### config.mk
export PLATFORM = sky130hd
export DESIGN_NAME = serial_adder_ctrl_flat
export DESIGN_NICKNAME = d
export VERILOG_FILES = /design/src/rtl/serial_adder_ctrl_if.sv /design/src/rtl/serial_adder_ctrl.sv /design/src/flat_wrapper.sv
export SDC_FILE = /design/constraint.sdc
export NUM_CORES = 1
export LEC_CHECK = 0
export ABC_AREA = 1
export CAP_MARGIN = 20
export CORE_MARGIN = 1.5
export CORE_UTILIZATION = 54
export DETAILED_ROUTE_END_ITERATION = 8
export PLACE_DENSITY_LB_ADDON = 0.25
export SLEW_MARGIN = 20
export SYNTH_ARGS = -nofsm -noshare
export SYNTH_HDL_FRONTEND = slang
export SYNTH_SLANG_ARGS = --single-unit
export TNS_END_PERCENT = 20
### constraint.sdc
create_clock -name clk -period 2.8 [get_ports clk]
set_input_delay 0.28 -clock clk [delete_from_list [all_inputs] [get_ports clk]]
set_output_delay 0.28 -clock clk [all_outputs]
set_load 0.05 [all_outputs]
### src/rtl/serial_adder_ctrl_if.sv
// Start/done handshake and operand/result bundle for the bit-serial adder controller.
// The requester drives through master; the adder controller connects through slave.
interface serial_adder_ctrl_if #(
    parameter int unsigned WIDTH = 4
);
    logic             start;
    logic [WIDTH-1:0] a;
    logic [WIDTH-1:0] b;
    logic             cin;
    logic             busy;
    logic             done;
    logic [WIDTH-1:0] sum;
    logic             cout;

    modport master (
        output start, a, b, cin,
        input  busy, done, sum, cout
    );

    modport slave (
        input  start, a, b, cin,
        output busy, done, sum, cout
    );
endinterface

### src/rtl/serial_adder_ctrl.sv
// Bit-serial adder controller: one full-adder cell sequenced LSB-first over WIDTH cycles,
// with operand/sum shift registers, carry flop, bit counter and start/done handshake.
module serial_adder_ctrl #(
    parameter int unsigned WIDTH = 4
) (
    input  logic               clk,
    input  logic               rst_n,
    serial_adder_ctrl_if.slave bus
);

    localparam int unsigned CNT_W = (WIDTH > 1) ? $clog2(WIDTH) : 1;
    localparam logic [CNT_W-1:0] LAST_BIT = CNT_W'(WIDTH - 1);

    typedef enum logic [1:0] {
        IDLE = 2'd0,
        ADD  = 2'd1,
        DONE = 2'd2
    } state_t;

    state_t           state;
    logic [WIDTH-1:0] a_sr;
    logic [WIDTH-1:0] b_sr;
    logic [WIDTH-1:0] s_sr;
    logic             carry;
    logic [CNT_W-1:0] cnt;
    logic [WIDTH-1:0] sum_q;
    logic             cout_q;
    logic             busy_q;
    logic             done_q;

    logic             s_bit_c;
    logic             co_c;
    logic [WIDTH-1:0] s_next_c;

    // Full-adder cell on the current LSBs and the carry flop.
    assign s_bit_c = a_sr[0] ^ b_sr[0] ^ carry;
    assign co_c    = (a_sr[0] & b_sr[0]) | (b_sr[0] & carry) | (a_sr[0] & carry);

    // New sum bit enters at the MSB so the word is LSB-aligned after WIDTH shifts;
    // the widened shift keeps WIDTH=1 legal without a zero-width slice.
    assign s_next_c = WIDTH'({s_bit_c, s_sr} >> 1);

    always_ff @(posedge clk or negedge rst_n) begin : p_fsm
        if (!rst_n) begin
            state  <= IDLE;
            a_sr   <= '0;
            b_sr   <= '0;
            s_sr   <= '0;
            carry  <= 1'b0;
            cnt    <= '0;
            sum_q  <= '0;
            cout_q <= 1'b0;
            busy_q <= 1'b0;
            done_q <= 1'b0;
        end else begin
            done_q <= 1'b0;
            case (state)
                IDLE: begin
                    if (bus.start) begin
                        a_sr   <= bus.a;
                        b_sr   <= bus.b;
                        carry  <= bus.cin;
                        cnt    <= '0;
                        s_sr   <= '0;
                        busy_q <= 1'b1;
                        state  <= ADD;
                    end
                end
                ADD: begin
                    s_sr  <= s_next_c;
                    a_sr  <= a_sr >> 1;
                    b_sr  <= b_sr >> 1;
                    carry <= co_c;
                    cnt   <= cnt + CNT_W'(1);
                    // Result registers are only written on the last bit.
                    if (cnt == LAST_BIT) begin
                        sum_q  <= s_next_c;
                        cout_q <= co_c;
                        busy_q <= 1'b0;
                        done_q <= 1'b1;
                        state  <= DONE;
                    end
                end
                DONE: begin
                    state <= IDLE;
                end
                default: begin
                    busy_q <= 1'b0;
                    state  <= IDLE;
                end
            endcase
        end
    end

    assign bus.busy = busy_q;
    assign bus.done = done_q;
    assign bus.sum  = sum_q;
    assign bus.cout = cout_q;

endmodule

### src/flat_wrapper.sv
// flat-port wrapper written by rule: the top's interface ports become plain ports
module serial_adder_ctrl_flat 
#(
    parameter int unsigned WIDTH = 4
)
  (clk, rst_n, bus_start, bus_a, bus_b, bus_cin, bus_busy, bus_done, bus_sum, bus_cout);
  serial_adder_ctrl_if #(.WIDTH(WIDTH)) bus_i ();
  input  logic clk;
  input  logic rst_n;
  input wire logic [$bits(bus_i.start)-1:0] bus_start;
  input wire logic [$bits(bus_i.a)-1:0] bus_a;
  input wire logic [$bits(bus_i.b)-1:0] bus_b;
  input wire logic [$bits(bus_i.cin)-1:0] bus_cin;
  output wire logic [$bits(bus_i.busy)-1:0] bus_busy;
  output wire logic [$bits(bus_i.done)-1:0] bus_done;
  output wire logic [$bits(bus_i.sum)-1:0] bus_sum;
  output wire logic [$bits(bus_i.cout)-1:0] bus_cout;
  assign bus_i.start = bus_start;
  assign bus_i.a = bus_a;
  assign bus_i.b = bus_b;
  assign bus_i.cin = bus_cin;
  assign bus_busy = bus_i.busy;
  assign bus_done = bus_i.done;
  assign bus_sum = bus_i.sum;
  assign bus_cout = bus_i.cout;
  serial_adder_ctrl #(.WIDTH(WIDTH)) u_core (.clk(clk), .rst_n(rst_n), .bus(bus_i));
endmodule
==> impl_metrics.yaml, run 1 <==
# implementation run metrics
outcome:
  status: "complete, no violations"
global_route:
  grt_util_all_layers_pct: 21.72
  grt_pass1_wl_microns: 3187
  global_route.overflow_total: 0
  grt_start_max_net_pins: 24
  grt_antenna_before_repair: 0
  number_of_global_route_vias_before_repair: 733
clocking:
  cts.reportedPaths.clkPinSlew_ps: 120
  clk_path_buf_depth: 2
  cts.htree.levels: 1
  cts-hold-fix-buffers: 0
  tritoncts: "yes"
  post_cts.resized_instances: 0
  numClockSinks: 23
  clock_tree.root_cell: "sky130_fd_sc_hd__clkbuf_4"
  clock_insertion_delay_worst_skew_ps: 320
  cts_setup_buffers: 0
  cts_made_buffers: 3
synthesis:
  synthDistinctLibCells: 15
  asyncSetResetFlopFracSynth_pct: 100.0
  synth.cell_area_sq_um: 1030
  synth.area.top_cells: "sky130_fd_sc_hd__dfrtp_1 56%, sky130_fd_sc_hd__nand3_1 11%, sky130_fd_sc_hd__nand2_1 10%"
  ys_seq_share_pct: 55.89
  ys_warn_count: 0
  synth.most_common_cell: "sky130_fd_sc_hd__nand2_1"
  synthesized_area_per_cell_sq_um: 8.877
  enable_flop_cells: 0
  synth.largest_area_cell: "sky130_fd_sc_hd__dfrtp_1"
  post-synth-top-area-fraction_pct: 55.89
  xor_area_share_pct: 0
  ys_sh_mux_pct: 0
  ys_area_sq_um: 1030
  yosys.area_share.adder_pct: 3.159
  top_logic_kind: "simple AND/OR/NAND/NOR gates"
  yosys_register_bits: 23
  synthSimpleGateAreaFrac_pct: 28.43
  netlist_instances: 116
  post_synth_ao_oa_area_fraction_pct: 4.496
  ys_cells: 116
  synth.net_count: 130
  post_synth_most_frequent_cells: "28 x sky130_fd_sc_hd__nand2_1, 23 x sky130_fd_sc_hd__dfrtp_1, 23 x sky130_fd_sc_hd__nand3_1"
  yosys_most_used_dff: "sky130_fd_sc_hd__dfrtp_1"
die:
  num_tap_cells: 25
  chipArea_sq_um: 2178
  floorplan_row_count: 15
  floorplan.io_pins: 19
  fp.dieH_microns: 46.67
  die_w_microns: 46.67
  core_util_floorplan_pct: 58.37
  design.core.area_sq_um: 1764
cells_and_area:
  final.clkbuf_count: 4
  filler_cell_count: 154
  layout-drive-gt1-share_pct: 8.824
  layout_top_cells_excl_fill_tap: "28 x sky130_fd_sc_hd__nand2_1, 23 x sky130_fd_sc_hd__nand3_1, 23 x sky130_fd_sc_hd__dfrtp_1"
  layout.area.comb_sq_um: 371.6
  n_all_inverters: 16
  n_multi_input_combinational_cell: 74
  n_sequential_cell: 23
  diodes: 0
  final-seq-area_sq_um: 575.6
  design_area_sq_um: 1252
  layout.cells.non_filler: 161
  finish.utilization_pct: 70.99
  area.growth.synth_to_final_pct: 21.63
  clk_share_pct: 2.098
  lay_top_count: "sky130_fd_sc_hd__nand2_1"
  area_share_nonclk_buffers_pct: 14.99
  layout.area.top_class: "flip-flops and latches"
  count_of_buffers_not_belonging_to_the_clock_network_in_the_layout: 19
  seqAreaFraction_pct: 45.95
  nNetsFinal: 151
  comb_share_pct: 29.67
power_and_ir_drop:
  ir_worst_vdd_uv: 754.4
  power-top-group: "combinational cells"
  power_density_nw_per_um2: 1154
  total_switching_power_uw: 659.9
  p_seq_uw: 576
  clock_power_share_pct: 10.7
  totalPowerFinal_uw: 1445
  power_leakage_uw: 0.0006368
  comb_group_uw: 714
  clock_power_uw: 155
  power_report.internal_total_uw: 785.5
  pwr-share-seq_pct: 39.9
  pwr-share-comb_pct: 49.4
  switching_share_pct: 45.66
place:
  portBuffers: 18
  weighted_congestion_reported_at_the_end_of_routability_driven_placement: 0.7835
  place.detailed.instances: 157
  post-dp-hpwl_microns: 1315
  dpl-instance-area_sq_um: 1226
  detailedPlace.worstSlack_ps: 1361
routing:
  route.detailed.vias_per_inst: 5.025
  first_pass_iteration_count_of_the_detailed_router: 5
  wirelength_microns: 1882
  route.antenna.remaining_nets: 0
  routed-via-count: 809
  first_iter_violations: 11
  drt-wirelength-per-cell_microns: 11.69
  post-route-drc-count: 0
critical_path:
  cp-end-kind: "output pin"
  type_of_origin_of_the_critical_path: "flop"
  path_class: "flop to output pin"
  cp_data_required_time_ps: 2520
  critical_path.slowest_cell: "sky130_fd_sc_hd__clkdlybuf4s50_1"
  cp_cell_sequence: "clkdlybuf4s50_1"
  path_max_fanout: 2
  arrival_ps: 1480
  crit_path_max_incr_delay_ps: 800
  cp.buffers_inverters: 1
  path_delay_family: "buffers and inverters"
timing:
  slew_viol_final: 0
  timing_worst_slew_pin_value_ps: 491.7
  final.hold.worst_slack_ps: 304.4
  report.final.setup_viol: 0
  final.setup_skew_ps: 4.216
  finalClockPeriodUsage_pct: 62.92
  setup_ws_ps: 1038
  rsz0062_at_grt: "false"
  setup-tns-final_ps: 0
  post-route-min-period_ps: 1762
  timing.final.hold_violations: 0
  clock.fmax_ghz: 0.5676
  worst_slew_margin_rel_pct: 67.12
min_path:
  worst_min_path_class: "input port to async pin"
flow_run:
  stage_log_warnings: 26
  drv.max_cap_violation_count: 0
## run 1: worst paths after layout
kind | from | endpoint | slack (ps) | cells after the start
setup / recovery | u_core.bus.cout | bus_cout | 1040 | 1
max in group asynchronous | rst_n | u_core.s_sr[3] | 2270 | 2
hold / removal | rst_n | u_core.a_sr[1] | 300 | 2
setup reg to reg | u_core.state[1] | u_core.b_sr[3] | 1510 | 4
hold reg to reg | u_core.bus.sum[3] | u_core.bus.sum[3] | 490 | 2
min in group clk | u_core.bus.sum[3] | u_core.bus.sum[3] | 490 | 2
## run 1: per-layer routing
layer / wire, microns / up-vias / track usage [%]
met5: 0 / - / 0
met4: 44 / 0 / 11.67
met3: 78 / 5 / 4.706
met2: 917 / 24 / 36.39
met1: 843 / 372 / 25.81
li1: - / 408 / -
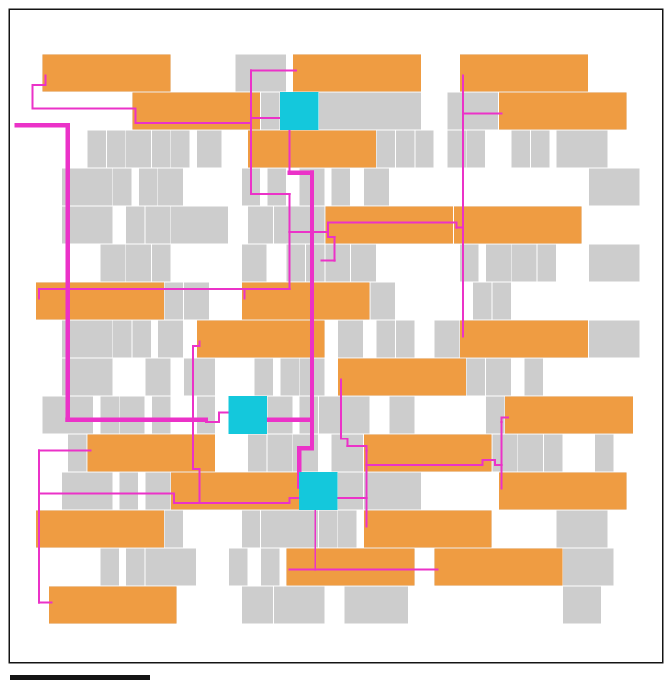
*Clock distribution, run 1*
The bar under the picture is 10 microns long.
clock drivers: shown in cyan, count 3. flip-flops: shown in orange, count 23. clock wires: shown in magenta, length 275 microns.
Position of the flops: all over the die. There are 4 routed clock nets.

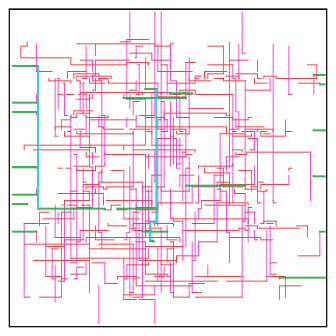
*Wiring by layer, run 1*
metal 4: shown in cyan, wire length 44.4 microns. metal 3: shown in green, wire length 78.2 microns. metal 2: shown in magenta, wire length 917 microns. metal 1: shown in red, wire length 843 microns.

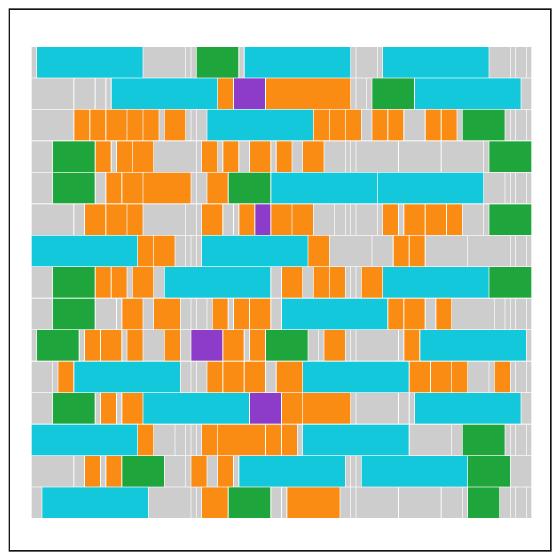
*Cell classes on the final placement, run 1*
Fill, decap, tap and diode cells in gray.
combinational and other logic: shown in orange, cells 90, share of their area 35%. other buffers and delay cells: shown in green, cells 19, share of their area 15%. clock drivers and dummy loads: shown in purple, cells 4, share of their area 2.2%. flops: shown in cyan, cells 23, share of their area 47%.

## Run 2: what changed since run 1
--- a/config.mk
+++ b/config.mk
@@ -8,7 +8,7 @@
 export ABC_AREA = 1
 export CAP_MARGIN = 20
 export CORE_MARGIN = 1.5
-export CORE_UTILIZATION = 54
+export CORE_UTILIZATION = 50
 export DETAILED_ROUTE_END_ITERATION = 8
 export PLACE_DENSITY_LB_ADDON = 0.25
 export SLEW_MARGIN = 20
==> constraint.sdc (replaced) <==
create_clock -name clk -period 1.76 [get_ports clk]
set_input_delay 0.176 -clock clk [delete_from_list [all_inputs] [get_ports clk]]
set_output_delay 0.176 -clock clk [all_outputs]
set_load 0.05 [all_outputs]
==> run 2 against run 1 <==
Combinational power up 58%. Highest routed layer unchanged. Synthesized area stayed put. First-iteration DRC count down 27%. Largest power group unchanged. Clock power is 61% higher.
==> impl_metrics.yaml, run 2 <==
# implementation run metrics
synthesis:
  ys_seq_share_pct: 55.89
  synth.area.top_cells: "sky130_fd_sc_hd__dfrtp_1 56%, sky130_fd_sc_hd__nand3_1 11%, sky130_fd_sc_hd__nand2_1 10%"
  synth.most_common_cell: "sky130_fd_sc_hd__nand2_1"
  ys_cells: 116
  yosys_most_used_dff: "sky130_fd_sc_hd__dfrtp_1"
  yosys_register_bits: 23
  post_synth_most_frequent_cells: "28 x sky130_fd_sc_hd__nand2_1, 23 x sky130_fd_sc_hd__dfrtp_1, 23 x sky130_fd_sc_hd__nand3_1"
  synthesized_area_per_cell_sq_um: 8.877
  asyncSetResetFlopFracSynth_pct: 100.0
  ys_warn_count: 0
  enable_flop_cells: 0
  synth.largest_area_cell: "sky130_fd_sc_hd__dfrtp_1"
  synth.net_count: 130
die:
  core_util_floorplan_pct: 53.03
  floorplan.io_pins: 19
  chipArea_sq_um: 2341
  die_w_microns: 48.38
  fp.dieH_microns: 48.38
critical_path:
  path_class: "flop to output pin"
  regToRegSetupSlack_ps: 440
  critical_path.slowest_cell: "sky130_fd_sc_hd__clkdlybuf4s50_1"
  critical_path_depth: 1
  path_max_fanout: 2
  capture_point_of_the_critical_path: "bus_sum[0]"
  arrival_ps: 1520
  timing.reg2reg.worst_path_depth: 4
  path_delay_family: "buffers and inverters"
  cp_cell_sequence: "clkdlybuf4s50_1"
  reg_to_reg_critical_path_startpoint: "u_core.state[1]"
  timing.critical_path.from: "u_core.bus.sum[0]"
  type_of_origin_of_the_critical_path: "flop"
flow_run:
  drv.max_cap_violation_count: 0
  stage_log_warnings: 26
global_route:
  grt_use_met3_pct: 3.086
  grt_use_met2_pct: 31.94
  use_met1_pct: 23.86
  number_of_global_route_vias_before_repair: 782
  grt_util_all_layers_pct: 18.86
  grt_pass1_wl_microns: 3401
  global_route.overflow_total: 0
timing:
  finalClockPeriodUsage_pct: 96.16
  setup-tns-final_ps: 0
  timing_worst_slew_pin_value_ps: 507.6
  final.setup_skew_ps: 9.147
  post-route-min-period_ps: 1692
  final.hold.worst_slack_ps: 181.4
  report.final.setup_viol: 0
  clock.fmax_ghz: 0.5909
  setup_ws_ps: 67.59
clocking:
  cts.reportedPaths.clkPinSlew_ps: 130
  clk_path_buf_depth: 2
  post_cts.resized_instances: 0
  tritoncts: "yes"
  clock_tree.root_cell: "sky130_fd_sc_hd__clkbuf_4"
  clock_insertion_delay_worst_skew_ps: 320
  cts-hold-fix-buffers: 0
routing:
  first_pass_iteration_count_of_the_detailed_router: 4
  route.antenna.remaining_nets: 0
  route.detailed.vias_per_inst: 5.049
  drt-wirelength-per-cell_microns: 11.67
  route.met3.wl_microns: 84
  length_of_routed_wiring_on_met1_microns: 854
  post-route-drc-count: 0
  routed-via-count: 823
  highest_metal_layer_with_signal_wires: "met4"
power_and_ir_drop:
  pwr-share-comb_pct: 48.9
  clock_power_share_pct: 10.8
  clock_power_uw: 249
  power_leakage_uw: 0.0006395
  pwr-share-seq_pct: 40.3
  power_report.internal_total_uw: 1243
  ir_worst_vdd_uv: 1110
  power_density_nw_per_um2: 1840
  totalPowerFinal_uw: 2312
  switching_share_pct: 46.24
  total_switching_power_uw: 1069
  p_seq_uw: 931
cells_and_area:
  diodes: 0
  design_area_sq_um: 1256
  nNetsFinal: 151
  lay_top_count: "sky130_fd_sc_hd__nand2_1"
  layout_top_cells_excl_fill_tap: "28 x sky130_fd_sc_hd__nand2_1, 23 x sky130_fd_sc_hd__nand3_1, 23 x sky130_fd_sc_hd__dfrtp_1"
  finish.utilization_pct: 64.69
place:
  portBuffers: 18
  post-dp-hpwl_microns: 1364
  detailedPlace.worstSlack_ps: 410.0
  dpl-instance-area_sq_um: 1229
min_path:
  worst_min_path_class: "input port to async pin"
outcome:
  status: "complete, no violations"
[run 2: cell counts after synthesis]
Identical to the previous run, type by type.
[run 2: final cells by class]
cell class | instances | area [sq um]
fillers | 176 | 685.7
flip-flops and latches | 23 | 575.6
multi-input cells | 74 | 371.6
repair buffers | 19 | 187.7
inverters | 16 | 60.06
well taps | 27 | 33.78
clock buffers | 3 | 22.52
clock inverters | 1 | 5.005
[run 2: cell families (layout without fill, tap and decap cells)]
family | count (synthesis) | after routing | share of synthesized area (%)
AOI/OAI and AO/OA | 9 | 9 | 4.495
adders and majority gates | 2 | 2 | 3.159
buffers and inverters | 19 | 39 | 8.020
DFF | 23 | 23 | 55.89
and+or+nand+nor | 63 | 63 | 28.43
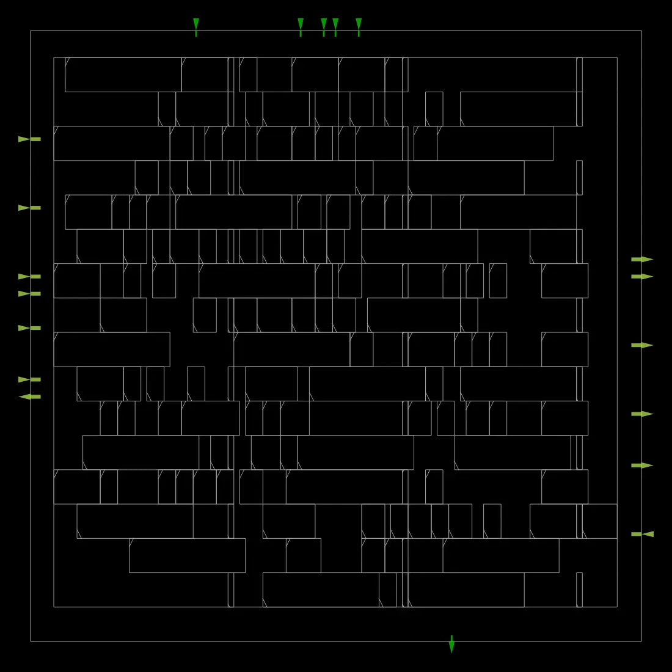
*Placement view, run 2*
fillers: 176
non-filler cells, final: 163
floorplan row count: 16
flop count: 23

## Run 3: what changed since run 2
--- a/config.mk
+++ b/config.mk
@@ -10,6 +10,7 @@
 export CORE_MARGIN = 1.5
 export CORE_UTILIZATION = 50
 export DETAILED_ROUTE_END_ITERATION = 8
+export GPL_ROUTABILITY_DRIVEN = 0
 export PLACE_DENSITY_LB_ADDON = 0.25
 export SLEW_MARGIN = 20
 export SYNTH_ARGS = -nofsm -noshare
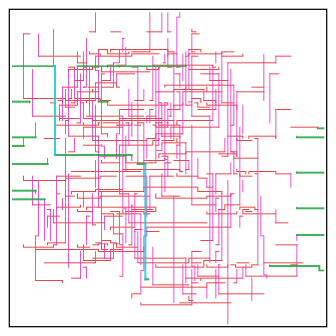
*Wiring by layer, run 3*
metal 1: shown in red, wire length 855 microns. metal 4: shown in cyan, wire length 31.3 microns. metal 3: shown in green, wire length 84.5 microns. metal 2: shown in magenta, wire length 933 microns.

==> run 3 against run 2 <==
Sequential power about the same. Utilization did not move. Worst setup slack did not move. Critical path depth is the same. Synthesized cell count stayed put. Fmax stayed put. Power unchanged. Count of clock-buffer cells in the layout did not move. Cell count stayed put. Critical path type unchanged. Highest routed layer unchanged.
==> impl_metrics.yaml, run 3 <==
# implementation run metrics
cells_and_area:
  count_of_buffers_not_belonging_to_the_clock_network_in_the_layout: 19
  n_multi_input_combinational_cell: 74
  seqAreaFraction_pct: 45.82
  filler_cell_count: 176
  diodes: 0
  layout.area.comb_sq_um: 371.6
  final-seq-area_sq_um: 575.6
  area_share_nonclk_buffers_pct: 14.94
  n_all_inverters: 16
  layout_top_cells_excl_fill_tap: "28 x sky130_fd_sc_hd__nand2_1, 23 x sky130_fd_sc_hd__nand3_1, 23 x sky130_fd_sc_hd__dfrtp_1"
  n_sequential_cell: 23
  finish.utilization_pct: 64.69
  comb_share_pct: 29.58
  lay_top_count: "sky130_fd_sc_hd__nand2_1"
  layout.cells.non_filler: 163
  area.growth.synth_to_final_pct: 21.99
  layout-drive-gt1-share_pct: 9.559
  final.clkbuf_count: 3
  design_area_sq_um: 1256
  layout.area.top_class: "flip-flops and latches"
  clk_share_pct: 2.191
  nNetsFinal: 151
synthesis:
  synth.largest_area_cell: "sky130_fd_sc_hd__dfrtp_1"
  netlist_instances: 116
  ys_warn_count: 0
  asyncSetResetFlopFracSynth_pct: 100.0
  yosys_most_used_dff: "sky130_fd_sc_hd__dfrtp_1"
  yosys_register_bits: 23
  post-synth-top-area-fraction_pct: 55.89
  ys_area_sq_um: 1030
  ys_cells: 116
  synthDistinctLibCells: 15
  enable_flop_cells: 0
  synth.area.top_cells: "sky130_fd_sc_hd__dfrtp_1 56%, sky130_fd_sc_hd__nand3_1 11%, sky130_fd_sc_hd__nand2_1 10%"
  post_synth_most_frequent_cells: "28 x sky130_fd_sc_hd__nand2_1, 23 x sky130_fd_sc_hd__dfrtp_1, 23 x sky130_fd_sc_hd__nand3_1"
  ys_seq_share_pct: 55.89
  synth.net_count: 130
  synth.most_common_cell: "sky130_fd_sc_hd__nand2_1"
  synthesized_area_per_cell_sq_um: 8.877
  synth.cell_area_sq_um: 1030
global_route:
  grt_use_met3_pct: 3.086
  grt_antenna_before_repair: 0
  number_of_global_route_vias_before_repair: 782
  grt_most_used_layer: "met2"
  grt_use_met2_pct: 31.94
  grt_pass1_wl_microns: 3401
  grt_start_max_net_pins: 24
  use_met1_pct: 23.86
  global_route.overflow_total: 0
  grt_util_all_layers_pct: 18.86
routing:
  highest_metal_layer_with_signal_wires: "met4"
  route.met2.wl_microns: 933
  wirelength_microns: 1903
  first_iter_violations: 8
  length_of_routed_wiring_on_met1_microns: 854
  drt-wirelength-per-cell_microns: 11.67
  route.met3.wl_microns: 84
  routed-via-count: 823
  route.antenna.remaining_nets: 0
  route.detailed.vias_per_inst: 5.049
  post-route-drc-count: 0
  first_pass_iteration_count_of_the_detailed_router: 4
power_and_ir_drop:
  ir_worst_vdd_uv: 1110
  power_density_nw_per_um2: 1840
  switching_share_pct: 46.24
  comb_group_uw: 1130
  clock_power_share_pct: 10.8
  power_report.internal_total_uw: 1243
  clock_power_uw: 249
  total_switching_power_uw: 1069
  p_seq_uw: 931
  pwr-share-seq_pct: 40.3
  power_leakage_uw: 0.0006395
  power-top-group: "combinational cells"
  pwr-share-comb_pct: 48.9
  totalPowerFinal_uw: 2312
min_path:
  worst_min_path_class: "input port to async pin"
clocking:
  clk_path_buf_depth: 2
  cts-hold-fix-buffers: 0
  numClockSinks: 23
  clock_insertion_delay_worst_skew_ps: 320
  cts.reportedPaths.clkPinSlew_ps: 130
  tritoncts: "yes"
  clock_tree.root_cell: "sky130_fd_sc_hd__clkbuf_4"
  cts.htree.levels: 1
  post_cts.resized_instances: 0
  cts_made_buffers: 3
  cts_setup_buffers: 0
timing:
  post-route-min-period_ps: 1692
  finalClockPeriodUsage_pct: 96.16
  final.hold.worst_slack_ps: 181.4
  timing_worst_slew_pin_value_ps: 507.6
  worst_slew_margin_rel_pct: 66.06
  final.setup_skew_ps: 9.147
  setup_ws_ps: 67.59
  rsz0062_at_grt: "false"
  timing.final.hold_violations: 0
  clock.fmax_ghz: 0.5909
  report.final.setup_viol: 0
  setup-tns-final_ps: 0
  slew_viol_final: 0
die:
  floorplan.io_pins: 19
  core_util_floorplan_pct: 53.03
  chipArea_sq_um: 2341
  design.core.area_sq_um: 1942
  fp.dieH_microns: 48.38
  die_w_microns: 48.38
  floorplan_row_count: 16
  num_tap_cells: 27
outcome:
  status: "complete, no violations"
critical_path:
  critical_path.slowest_cell: "sky130_fd_sc_hd__clkdlybuf4s50_1"
  path_class: "flop to output pin"
  cp_data_required_time_ps: 1580
  cp.buffers_inverters: 1
  timing.critical_path.from: "u_core.bus.sum[0]"
  cp-end-kind: "output pin"
  path_delay_family: "buffers and inverters"
  cp_cell_sequence: "clkdlybuf4s50_1"
  crit_path_max_incr_delay_ps: 820
  type_of_origin_of_the_critical_path: "flop"
  path_max_fanout: 2
  arrival_ps: 1520
  reg_to_reg_critical_path_startpoint: "u_core.state[1]"
place:
  portBuffers: 18
  dpl-instance-area_sq_um: 1229
  post-dp-hpwl_microns: 1364
  place.detailed.instances: 159
  detailedPlace.worstSlack_ps: 410.0
flow_run:
  drv.max_cap_violation_count: 0
  stage_log_warnings: 26
==> run 3: cell counts in the layout (fill, tap and decap cells not counted) <==
No cell type changed its count.
==> run 3: logic make-up after synthesis <==
group | share of synthesized area (%)
AOI/OAI and AO/OA | 4.495
and+or+nand+nor | 28.43
adders and majority gates | 3.159
DFF | 55.89
buffers and inverters | 8.020
==> run 3: final timing paths <==
check / end / slack [ps] / cells past startpoint
setup / recovery: bus_sum[0] / 70 / 1
hold / removal: u_core.bus.sum[3] / 180 / 2
setup reg to reg: u_core.s_sr[3] / 440 / 4
hold reg to reg: u_core.bus.sum[3] / 490 / 2
max in group asynchronous: u_core.a_sr[1] / 1350 / 2
min in group clk: u_core.a_sr[3] / 370 / 3

==> notes/layouts.md <==
Pictures saved along the way, in no particular order.

Pin map.
Pins as bars across the die edge, other pins in gray.
(a)
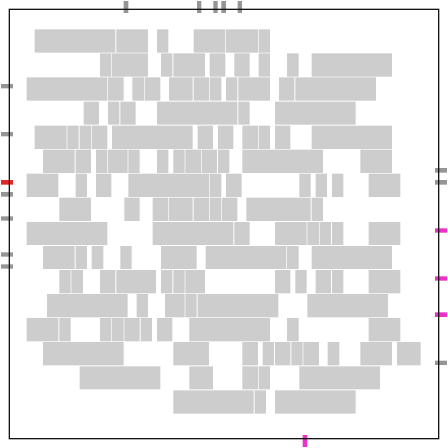
(b)
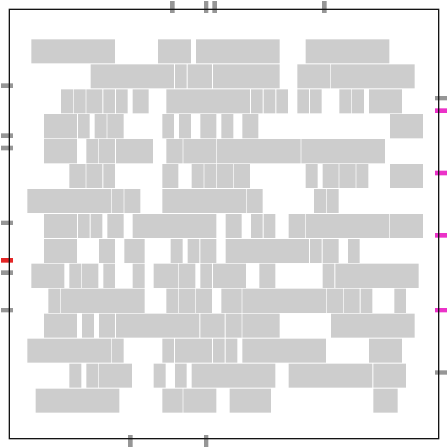
- (a) = run 3
- (b) = run 1

Key to (b):
bus_start: shown in red, pins 1, direction input, edge left. bus_sum: shown in magenta, pins 4, direction output, edge right.
All pins by edge: 7 left, 6 right, 4 top, 2 bottom.

No activity file was given, so power comes from the tool's default toggle rates.
